Fig. 1: run 1, supply network
The bar under the picture is 20 µm long. Pins as bars on the die edge.
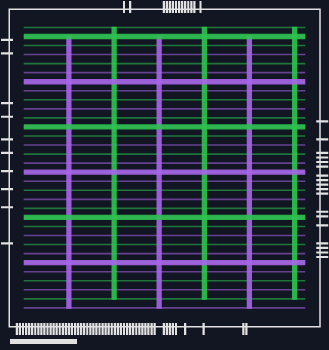
Fig. 2: run 1, cells coloured by class
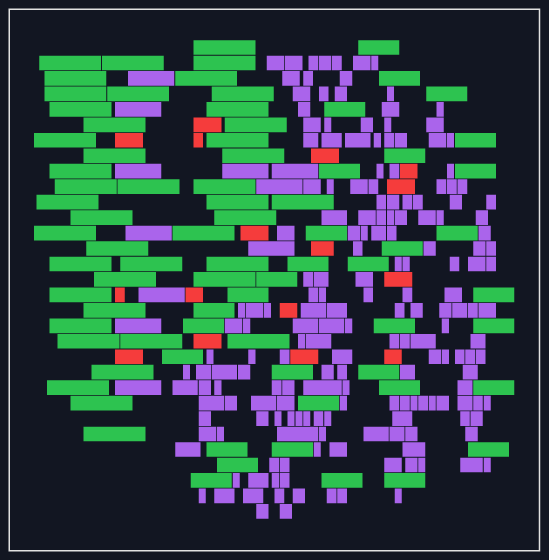
Fig. 3: run 1, wiring by layer
The bar under the picture is 20 µm long.
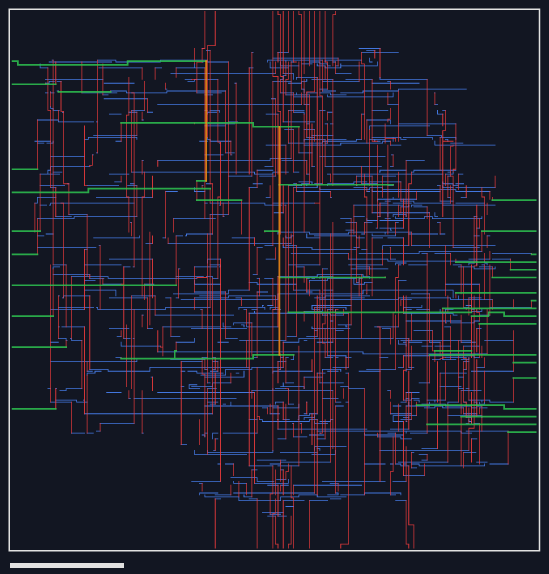
`src/rtl/tahmin_tablo_denetleyici.sv`:
```
// tahmin_tablo_denetleyici
// Controller for a 1024-entry table of 2-bit saturating branch counters held in
// an external single-port RAM (one-cycle read latency). After reset it clears
// every entry to weak not-taken. After that it serves fetch lookups and applies
// queued resolved-branch updates as read-modify-write sequences.
//
// Ports
//   clk, rst               clock, synchronous active-high reset
//   getir_istek/_ps        fetch lookup request and PC (index = PC[11:2])
//   getir_kabul            lookup granted this cycle (combinational)
//   sonuc_gecerli/_dallan  lookup result, one cycle after the grant
//   yurut_gecerli/_ps/_dallan  resolved-branch update (index = PC[11:2])
//   yurut_hazir            update queue can accept an entry this cycle
//   tablo_adres/_yaz/_yaz_veri/_oku_veri  single-port table RAM interface
//   hazir                  table initialisation finished
//   dusen_sayac            number of dropped updates, saturating at 255
module tahmin_tablo_denetleyici (
    input  logic        clk,
    input  logic        rst,
    input  logic        getir_istek,
    input  logic [31:0] getir_ps,
    output logic        getir_kabul,
    output logic        sonuc_gecerli,
    output logic        sonuc_dallan,
    input  logic        yurut_gecerli,
    input  logic [31:0] yurut_ps,
    input  logic        yurut_dallan,
    output logic        yurut_hazir,
    output logic [9:0]  tablo_adres,
    output logic        tablo_yaz,
    output logic [1:0]  tablo_yaz_veri,
    input  logic [1:0]  tablo_oku_veri,
    output logic        hazir,
    output logic [7:0]  dusen_sayac
);

    typedef enum logic [1:0] {TEMIZLE, BOSTA, G_OKU, G_YAZ} durum_t;

    durum_t      durum;
    logic [9:0]  temizle_sayac;
    logic        hazir_q;
    logic        sonuc_gecerli_q;
    logic [1:0]  okunan;
    logic [7:0]  dusen_q;

    // Update queue entries are {index[9:0], taken}.
    logic [10:0] fifo [4];
    logic [1:0]  bas;
    logic [1:0]  kuyruk;
    logic [2:0]  sayi;

    logic        fifo_dolu;
    logic        fifo_bos;
    logic [9:0]  bas_indeks;
    logic        bas_dallan;
    logic        ekle;
    logic        cikar;
    logic        dusur;
    logic        guncelle_bas;
    logic [1:0]  guncel;

    // Only the index bits of the PCs are used.
    logic        unused_ps_bits;
    assign unused_ps_bits = ^{getir_ps[31:12], getir_ps[1:0], yurut_ps[31:12], yurut_ps[1:0]};

    assign fifo_dolu  = (sayi == 3'd4);
    assign fifo_bos   = (sayi == 3'd0);
    assign bas_indeks = fifo[bas][10:1];
    assign bas_dallan = fifo[bas][0];

    assign yurut_hazir = !rst && hazir_q && !fifo_dolu;
    assign ekle        = yurut_gecerli && yurut_hazir;
    assign dusur       = yurut_gecerli && !yurut_hazir;
    assign cikar       = !rst && (durum == G_YAZ);

    // Updates win over lookups when the queue is full, or when fetch is idle.
    assign guncelle_bas = (durum == BOSTA) && (fifo_dolu || (!fifo_bos && !getir_istek));
    assign getir_kabul  = !rst && (durum == BOSTA) && !guncelle_bas && getir_istek;

    assign sonuc_gecerli = !rst && sonuc_gecerli_q;
    assign sonuc_dallan  = sonuc_gecerli && tablo_oku_veri[1];
    assign hazir         = hazir_q;
    assign dusen_sayac   = dusen_q;

    always_comb begin
        guncel = okunan;
        if (bas_dallan) begin
            if (okunan != 2'b11) guncel = okunan + 2'd1;
        end else begin
            if (okunan != 2'b00) guncel = okunan - 2'd1;
        end
    end

    // RAM port: reads and writes never share a cycle; held idle during reset.
    always_comb begin
        tablo_adres    = '0;
        tablo_yaz      = 1'b0;
        tablo_yaz_veri = '0;
        if (!rst) begin
            unique case (durum)
                TEMIZLE: begin
                    tablo_adres    = temizle_sayac;
                    tablo_yaz      = 1'b1;
                    tablo_yaz_veri = 2'b01;
                end
                BOSTA: begin
                    if (guncelle_bas) begin
                        tablo_adres = bas_indeks;
                    end else if (getir_istek) begin
                        tablo_adres = getir_ps[11:2];
                    end
                end
                G_OKU: begin
                    tablo_adres = bas_indeks;
                end
                G_YAZ: begin
                    tablo_adres    = bas_indeks;
                    tablo_yaz      = 1'b1;
                    tablo_yaz_veri = guncel;
                end
                default: ;
            endcase
        end
    end

    always_ff @(posedge clk) begin
        if (rst) begin
            durum           <= TEMIZLE;
            temizle_sayac   <= '0;
            hazir_q         <= 1'b0;
            sonuc_gecerli_q <= 1'b0;
            okunan          <= '0;
            dusen_q         <= '0;
            bas             <= '0;
            kuyruk          <= '0;
            sayi            <= '0;
        end else begin
            sonuc_gecerli_q <= getir_kabul;

            if (dusur && (dusen_q != 8'hFF)) dusen_q <= dusen_q + 8'd1;

            if (ekle) begin
                fifo[kuyruk] <= {yurut_ps[11:2], yurut_dallan};
                kuyruk       <= kuyruk + 2'd1;
            end
            if (cikar) bas <= bas + 2'd1;

            unique case ({ekle, cikar})
                2'b10:   sayi <= sayi + 3'd1;
                2'b01:   sayi <= sayi - 3'd1;
                default: sayi <= sayi;
            endcase

            unique case (durum)
                TEMIZLE: begin
                    temizle_sayac <= temizle_sayac + 10'd1;
                    if (temizle_sayac == 10'd1023) begin
                        durum   <= BOSTA;
                        hazir_q <= 1'b1;
                    end
                end
                BOSTA: begin
                    if (guncelle_bas) durum <= G_OKU;
                end
                G_OKU: begin
                    okunan <= tablo_oku_veri;
                    durum  <= G_YAZ;
                end
                G_YAZ: begin
                    durum <= BOSTA;
                end
                default: durum <= TEMIZLE;
            endcase
        end
    end

endmodule

```
`config.mk`:
```
export PLATFORM = sky130hd
export DESIGN_NAME = tahmin_tablo_denetleyici
export DESIGN_NICKNAME = d
export VERILOG_FILES = /design/src/rtl/tahmin_tablo_denetleyici.sv
export SDC_FILE = /design/constraint.sdc
export NUM_CORES = 1
export LEC_CHECK = 0
export CAP_MARGIN = 20
export CORE_AREA = 4 4 89 91
export CTS_CLUSTER_DIAMETER = 80
export DETAILED_ROUTE_END_ITERATION = 12
export DIE_AREA = 0 0 93 95
export DONT_BUFFER_PORTS = 1
export MAX_ROUTING_LAYER = met4
export SYNTH_ARGS = -nofsm -noshare
export SYNTH_HDL_FRONTEND = slang
export SYNTH_SLANG_ARGS = --single-unit
```
`constraint.sdc`:
```
create_clock -name clk -period 4.7 [get_ports clk]
set_clock_uncertainty 0.1 [all_clocks]
set_input_delay 0.94 -clock clk [delete_from_list [all_inputs] [get_ports clk]]
set_output_delay 0.94 -clock clk [all_outputs]
set_load 0.02 [all_outputs]
```
==> run summary, run 1 <==
Max Freq -> 276.8 MHz
Inverters, non-clock -> 11
Buffers, non-clock -> 0
outcome -> completed
Syn Area/Cell -> 12.25 µm²
Crit path largest cell delay -> 0.66 ns
GRT Resource Usage Total -> 0.1690
number of nets at floorplan -> 368
yosys stat cell total -> 284
CTS sink cnt -> 77
max reg flops -> 44
hold depth -> 2
clk tree area frac -> 0.04839
HP Class -> reg2reg
worst-path fanout max -> 10
placed instance area -> 3543 µm²
vias in the first global route -> 2,043
critical path, cell by cell -> inv_1 > ha_1 > nand2_1 > nor2_1 > a221oi_1 > a211oi_1
Cell area leaders -> edfxtp_1 (38%), dfxtp_1 (19%), mux4_2 (7.1%)
Setup crit end kind -> output port
leakage power -> 1.185 nW
Chip Area, Yosys -> 3478 µm²
CTS tree -> yes
first-pass GRT wire length -> 10,900 µm
Comb gate area -> 1396 µm²
placed cell count -> 370
Worst Max-Slew Pin Slew -> 0.9743 ns
non-clock buffer share of cell area -> 0
-- Fig. 1 (at the start) --
Key: VDD = green; VSS = purple
The core has 31 rows. 32 met1 rails follow the rows.

-- Fig. 2 (at the start) --
Key: remaining logic cells = purple [cells 194, share of their area 40%]; registers = green [cells 77, share of their area 55%]; clock drivers and dummy loads = red [cells 16, share of their area 5.0%]

-- Fig. 3 (at the start) --
Key: M2 = red [wire length 3,210 µm]; M4 = orange [wire length 61.2 µm]; M3 = green [wire length 490 µm]; M1 = blue [wire length 2,800 µm]

run 1: metrics by stage:
| stage | hold WS, ns | setup slack, ns | util |
|---|---|---|---|
| finish | 0.3973 | 1.087 | 0.5217 |
| detailed placement | 0.3913 | 1.190 | 0.4965 |
| CTS | 0.4026 | 1.071 | 0.5217 |
| floorplan | 0.3678 | 1.614 | - |
| global route | 0.4332 | 0.8359 | 0.5217 |
| global placement | 0.3794 | 1.211 | 0.4965 |
run 1: logic make-up (layout without fill, tap and decap cells):
logic type	after synthesis	after routing	share of synthesized area
AOI/OAI and AO/OA	44	44	0.08490
buffers and inverters	24	27	0.02878
and+or+nand+nor	97	97	0.1482
muxes	16	16	0.08633
adders and majority gates	14	14	0.05180
DFF	77	77	0.5698
xor gates and xnor gates	12	12	0.03022
run 1: how the worst max path moves through the flow:
stage / start / end / slack [ns] / depth (start not counted)
after CTS: durum[1]$_SDFFE_PP0P_ / tablo_adres[8] / 1.07 / 6
after floorplan: getir_istek / tablo_adres[6] / 1.61 / 4
after global routing: durum[1]$_SDFFE_PP0P_ / tablo_adres[8] / 0.84 / 6
final: durum[1]$_SDFFE_PP0P_ / tablo_adres[6] / 1.09 / 6
after global placement: getir_istek / tablo_adres[6] / 1.21 / 4
after detailed placement: getir_istek / tablo_adres[8] / 1.19 / 4
run 1: worst max-delay path: cells and delay by family, from the launching register on:
kind | cells | cell delay [ns]
compound gates | 2 | 0.86
simple gates | 2 | 0.69
flops | 1 | 0.33
fa+ha+maj | 1 | 0.21
buf+inv | 1 | 0.13
run 1: power by group:
group          internal (mW)  switching (mW)
clock                  0.200           0.257
combinational         0.0933           0.166
sequential             0.729          0.0257
run 1: layer usage:
metal	vias to the layer above	routed length, µm
met4	0	61
met1	1009	2800
met5	-	0
met3	7	490
met2	52	3207
li1	1053	-
Fig. 4: run 1, clock distribution
The bar under the picture is 20 µm long.
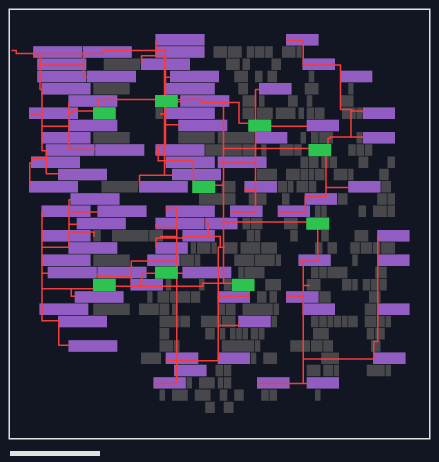

==> run 1 -> run 2 <==
PLACE_DENSITY = 0.66   (was unset)
clock period = 3.02 ns   (was 4.7 ns; I/O delays follow)
Fig. 5: run 2, clock distribution
The bar under the picture is 20 µm long.
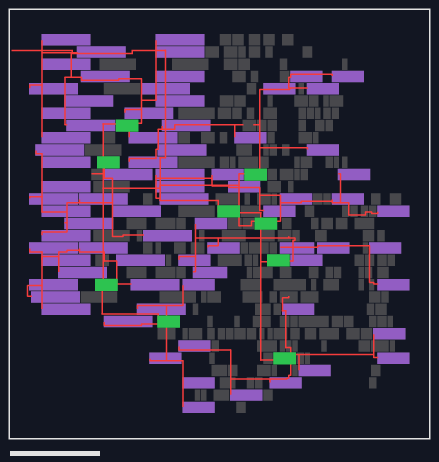
Key: clock wires = red [length 881 µm]; clock-net drivers = green [count 9]; flip-flops = purple [count 77]
There are 10 routed clock nets. Position of the flops: spread over the die.

Fig. 6: run 2, supply network
The bar under the picture is 20 µm long. Pins as bars on the die edge.
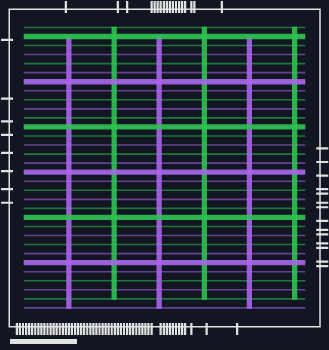
Key: VDD = green; VSS = purple
32 met1 rails follow the rows. 97 signal pins sit on the boundary. 6 straps on met5. The core has 31 rows. 6 straps on met4.

==> run 2 against run 1 <==
Effect of this change: clock power up 63%; wire length up 0.61%; non-clock buffer count up 16; via count up 3.7%; final cell count up 4.1%; critical endpoint is now tablo_adres[0]; largest cell class unchanged.
==> run summary, run 2 <==
CTS sink cnt -> 77 (unchanged)
RePlAce Congestion -> 0.7429
Crit path arrival time -> 2.18 ns
first-pass GRT wire length -> 10,450 µm (-4.1%)
final hold slack -> 0.2102 ns (-0.1871 ns)
Crit path largest cell delay -> 0.44 ns (-0.22 ns)
critical path, cell by cell -> or3_1 > a311o_2 > a221oi_1 > nor3_1 > buf_4
worst-path fanout max -> 10 (unchanged)
fillers -> 635
pre-CTS setup slack -> 0.3993 ns (-0.7908 ns)
most instantiated logic cells after routing -> edfxtp_1 (44), dfxtp_1 (31), nor2_1 (24)
number of nets at floorplan -> 368 (unchanged)
worst path bufs/invs -> 1 (unchanged)
Root Buffer -> clkbuf_8
largest net degree at the start of global routing -> 50
Max Freq -> 346.3 MHz
vias in the first global route -> 2,110 (+3.3%)
Worst Max-Slew Pin Slew -> 0.6274 ns (-0.3469 ns)
Setup crit end kind -> output port
Top cell area share -> 0.3799
leakage power -> 1.282 nW (+8.2%)
hold depth -> 1 (-1)
outcome -> completed
register name with the most flops -> fifo
placed instance area -> 3664 µm² (+3.4%)
Chip Area, Yosys -> 3478 µm² (unchanged)
Top Family by Delay on Critical Path -> AND-OR/OR-AND gates
Cell area leaders -> edfxtp_1 (38%), dfxtp_1 (19%), mux4_2 (7.1%)
Syn Area/Cell -> 12.25 µm² (unchanged)
GRT Resource Usage Total -> 0.1628 (-0.006286)
HP Class -> in2reg
yosys stat cell total -> 284 (unchanged)
## run 2: cell types whose count changed in the layout (fill, tap and decap cells not counted), moves of 2 or more
cell,before,now
buf_4,0,16
a221oi_2,0,3
dfxtp_2,0,2
dfxtp_1,33,31
a221oi_1,10,7
clkinv_2,2,0
## run 2: what timing repair did
item,CTS,global route
pin swaps,0,1
gates resized,1,6
endpoints found under the setup margin,1,10
## run 2: final cells by class
type,instances,area share
flip-flops and latches,77,0.5118
multi-input cells,183,0.3659
clock buffers,9,0.03195
well taps,99,0.03195
repair buffers,16,0.03098
clock inverters,7,0.01678
inverters,11,0.01065
## run 2: cell families after synthesis
group                    share of synthesized area
AND-OR/OR-AND                              0.08490
multiplexers                               0.08633
adder cells (fa/ha/maj)                    0.05180
AND/OR/NAND/NOR                             0.1482
XOR/XNOR                                   0.03022
buffers and inverters                      0.02878
flip-flops                                  0.5698
## run 2: how the worst max path moves through the flow
stage,cells past startpoint,start,endpoint
2_1_floorplan,6,durum[1]$_SDFFE_PP0P_,tablo_adres[8]
3_3_place_gp,5,sayi[0]$_SDFFE_PP0P_,tablo_adres[7]
3_5_place_dp,7,durum[1]$_SDFFE_PP0P_,tablo_adres[2]
4_1_cts,7,durum[1]$_SDFFE_PP0P_,tablo_adres[2]
5_1_grt,7,durum[1]$_SDFFE_PP0P_,tablo_adres[0]
6_report,5,sayi[0]$_SDFFE_PP0P_,tablo_adres[0]
## run 2: where the power goes
part	leakage [nW]	switching, mW	internal (mW)
clock	0.0947	0.423	0.320
sequential	0.663	0.0379	1.14
combinational	0.525	0.282	0.204
total	1.28	0.743	1.66
## run 2: layer usage
layer	GRT usage	vias to the layer above	wire, µm
li1	-	1084	-
met1	0.1881	1053	2756
met2	0.2645	52	3403
met3	0.04940	11	338
met4	0.06960	0	100
met5	-	-	0
==> run 2 -> run 3 <==
CTS_CLUSTER_DIAMETER = unset   (was 80)
Fig. 7: run 3, clock routing
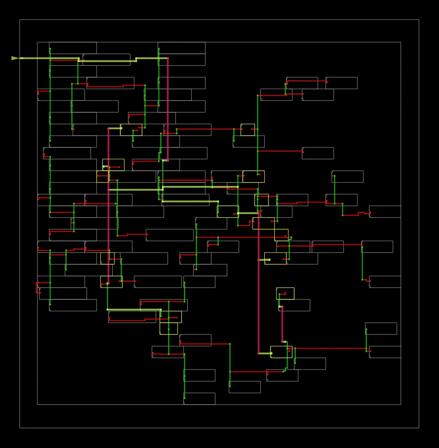
clk pwr: 0.743 mW
CTS Buf Count: 9
flip-flops: 77

==> run 3 against run 2 <==
Effect of this change: register-to-register slack is essentially flat; sequential share of layout area is the same; wire length is the same; area after synthesis is the same; final cell count is the same; total power is the same; global-route usage is the same.
==> run summary, run 3 <==
Setup crit end kind -> output port
combinational power -> 0.485 mW (about the same)
vias in the first global route -> 2,110 (unchanged)
Cell area leaders -> edfxtp_1 (38%), dfxtp_1 (19%), mux4_2 (7.1%)
pre-CTS setup slack -> 0.3993 ns (unchanged)
met2 Use GR -> 0.2645 (unchanged)
outcome -> completed
worst-path fanout max -> 10 (unchanged)
worst path bufs/invs -> 1 (unchanged)
Sw Share -> 0.3092 (unchanged)
most instantiated logic cells after routing -> edfxtp_1 (44), dfxtp_1 (31), nor2_1 (24)
Synth mux share -> 0.08633 (unchanged)
GRT Resource Usage Total -> 0.1628 (unchanged)
crit path from -> sayi[0]$_SDFFE_PP0P_
Simple-Gate Area Share -> 0.1482 (unchanged)
Comb pwr share -> 0.202 (about the same)
WL met3 -> 338 µm (unchanged)
Top Usage Layer GRT -> met2
clock network power share -> 0.309 (about the same)
Worst path depth -> 5 (unchanged)
RePlAce Congestion -> 0.7429 (unchanged)
top power group -> registers
Setup crit end -> tablo_adres[0]
routed length on met1 -> 2756 µm (unchanged)
Crit path arrival time -> 2.18 ns (about the same)
Chip Area, Yosys -> 3478 µm² (unchanged)
Root Buffer -> clkbuf_8
GRT met1 Usage -> 0.1881 (unchanged)
Worst Max-Slew Pin Slew -> 0.6274 ns (unchanged)
XOR Share, Synth -> 0.03022 (unchanged)
Top Metal Used -> met4
met3 Use GR -> 0.04940 (unchanged)
aoi share -> 0.08489 (unchanged)
Reg power frac -> 0.489 (about the same)
leakage power -> 1.282 nW (unchanged)
Seq group -> 1.17 mW (about the same)
placed instance area -> 3664 µm² (unchanged)
HP Class -> in2reg
Psw -> 0.7429 mW (unchanged)
Adders+Majority by Area -> 0.05180 (unchanged)
number of nets at floorplan -> 368 (unchanged)
Fig. 8: run 3, cells coloured by class
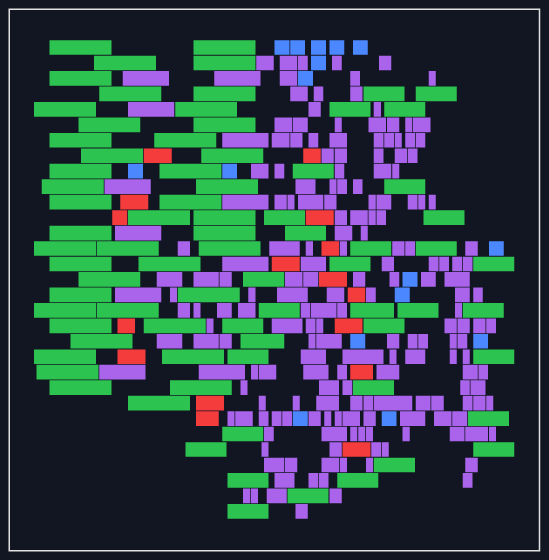
Key: clock drivers and dummy loads = red [cells 16, share of their area 5.0%]; registers = green [cells 77, share of their area 53%]; remaining buffers and delay cells = blue [cells 16, share of their area 3.2%]; remaining logic cells = purple [cells 194, share of their area 39%]

-- run 3: timing repair --
item                                    CTS  global route
resized                                   1             6
pin swaps                                 0             1
setup buffers                             0             0
endpoints found under the setup margin    1            10
endpoints found under the hold margin     0             0
-- run 3: worst min path at each step --
stage | start | slack (ns) | endpoint | cells past startpoint
2_1_floorplan | sayi[2]$_SDFFE_PP0P_ | 0.37 | sayi[2]$_SDFFE_PP0P_ | 2
3_3_place_gp | sayi[2]$_SDFFE_PP0P_ | 0.38 | sayi[2]$_SDFFE_PP0P_ | 2
3_5_place_dp | temizle_sayac[5]$_SDFFE_PP0P_ | 0.39 | temizle_sayac[5]$_SDFFE_PP0P_ | 2
4_1_cts | rst | 0.19 | sayi[2]$_SDFFE_PP0P_ | 1
5_1_grt | rst | 0.19 | durum[0]$_SDFFE_PP0P_ | 1
6_report | rst | 0.21 | sayi[1]$_SDFFE_PP0P_ | 1
-- run 3: cell type report --
class / instances / share of cell area
tap: 99 / 0.03195
clock buffer: 9 / 0.03195
sequential: 77 / 0.5118
multi-input combinational: 183 / 0.3659
clock inverter: 7 / 0.01678
timing repair buffer: 16 / 0.03098
inverter: 11 / 0.01065
-- run 3: metrics by stage --
step                hold slack [ns]    TNS, ns  total power [mW]    util
floorplan                    0.3678          0             1.544       -
global placement             0.3789          0             1.665  0.5133
detailed placement           0.3913          0             1.670  0.5133
CTS                          0.1945          0             2.412  0.5400
global route                 0.1929  -0.007959             2.534  0.5433
finish                       0.2102          0             2.403  0.5433
-- run 3: cells by family (layout without fill, tap and decap cells) --
group	after synthesis	after routing
AOI/OAI and AO/OA	44	44
xor gates and xnor gates	12	12
adders and majority gates	14	14
buffers and inverters	24	43
DFF	77	77
muxes	16	16
and+or+nand+nor	97	97
Power is estimated from default activity; no workload was simulated.
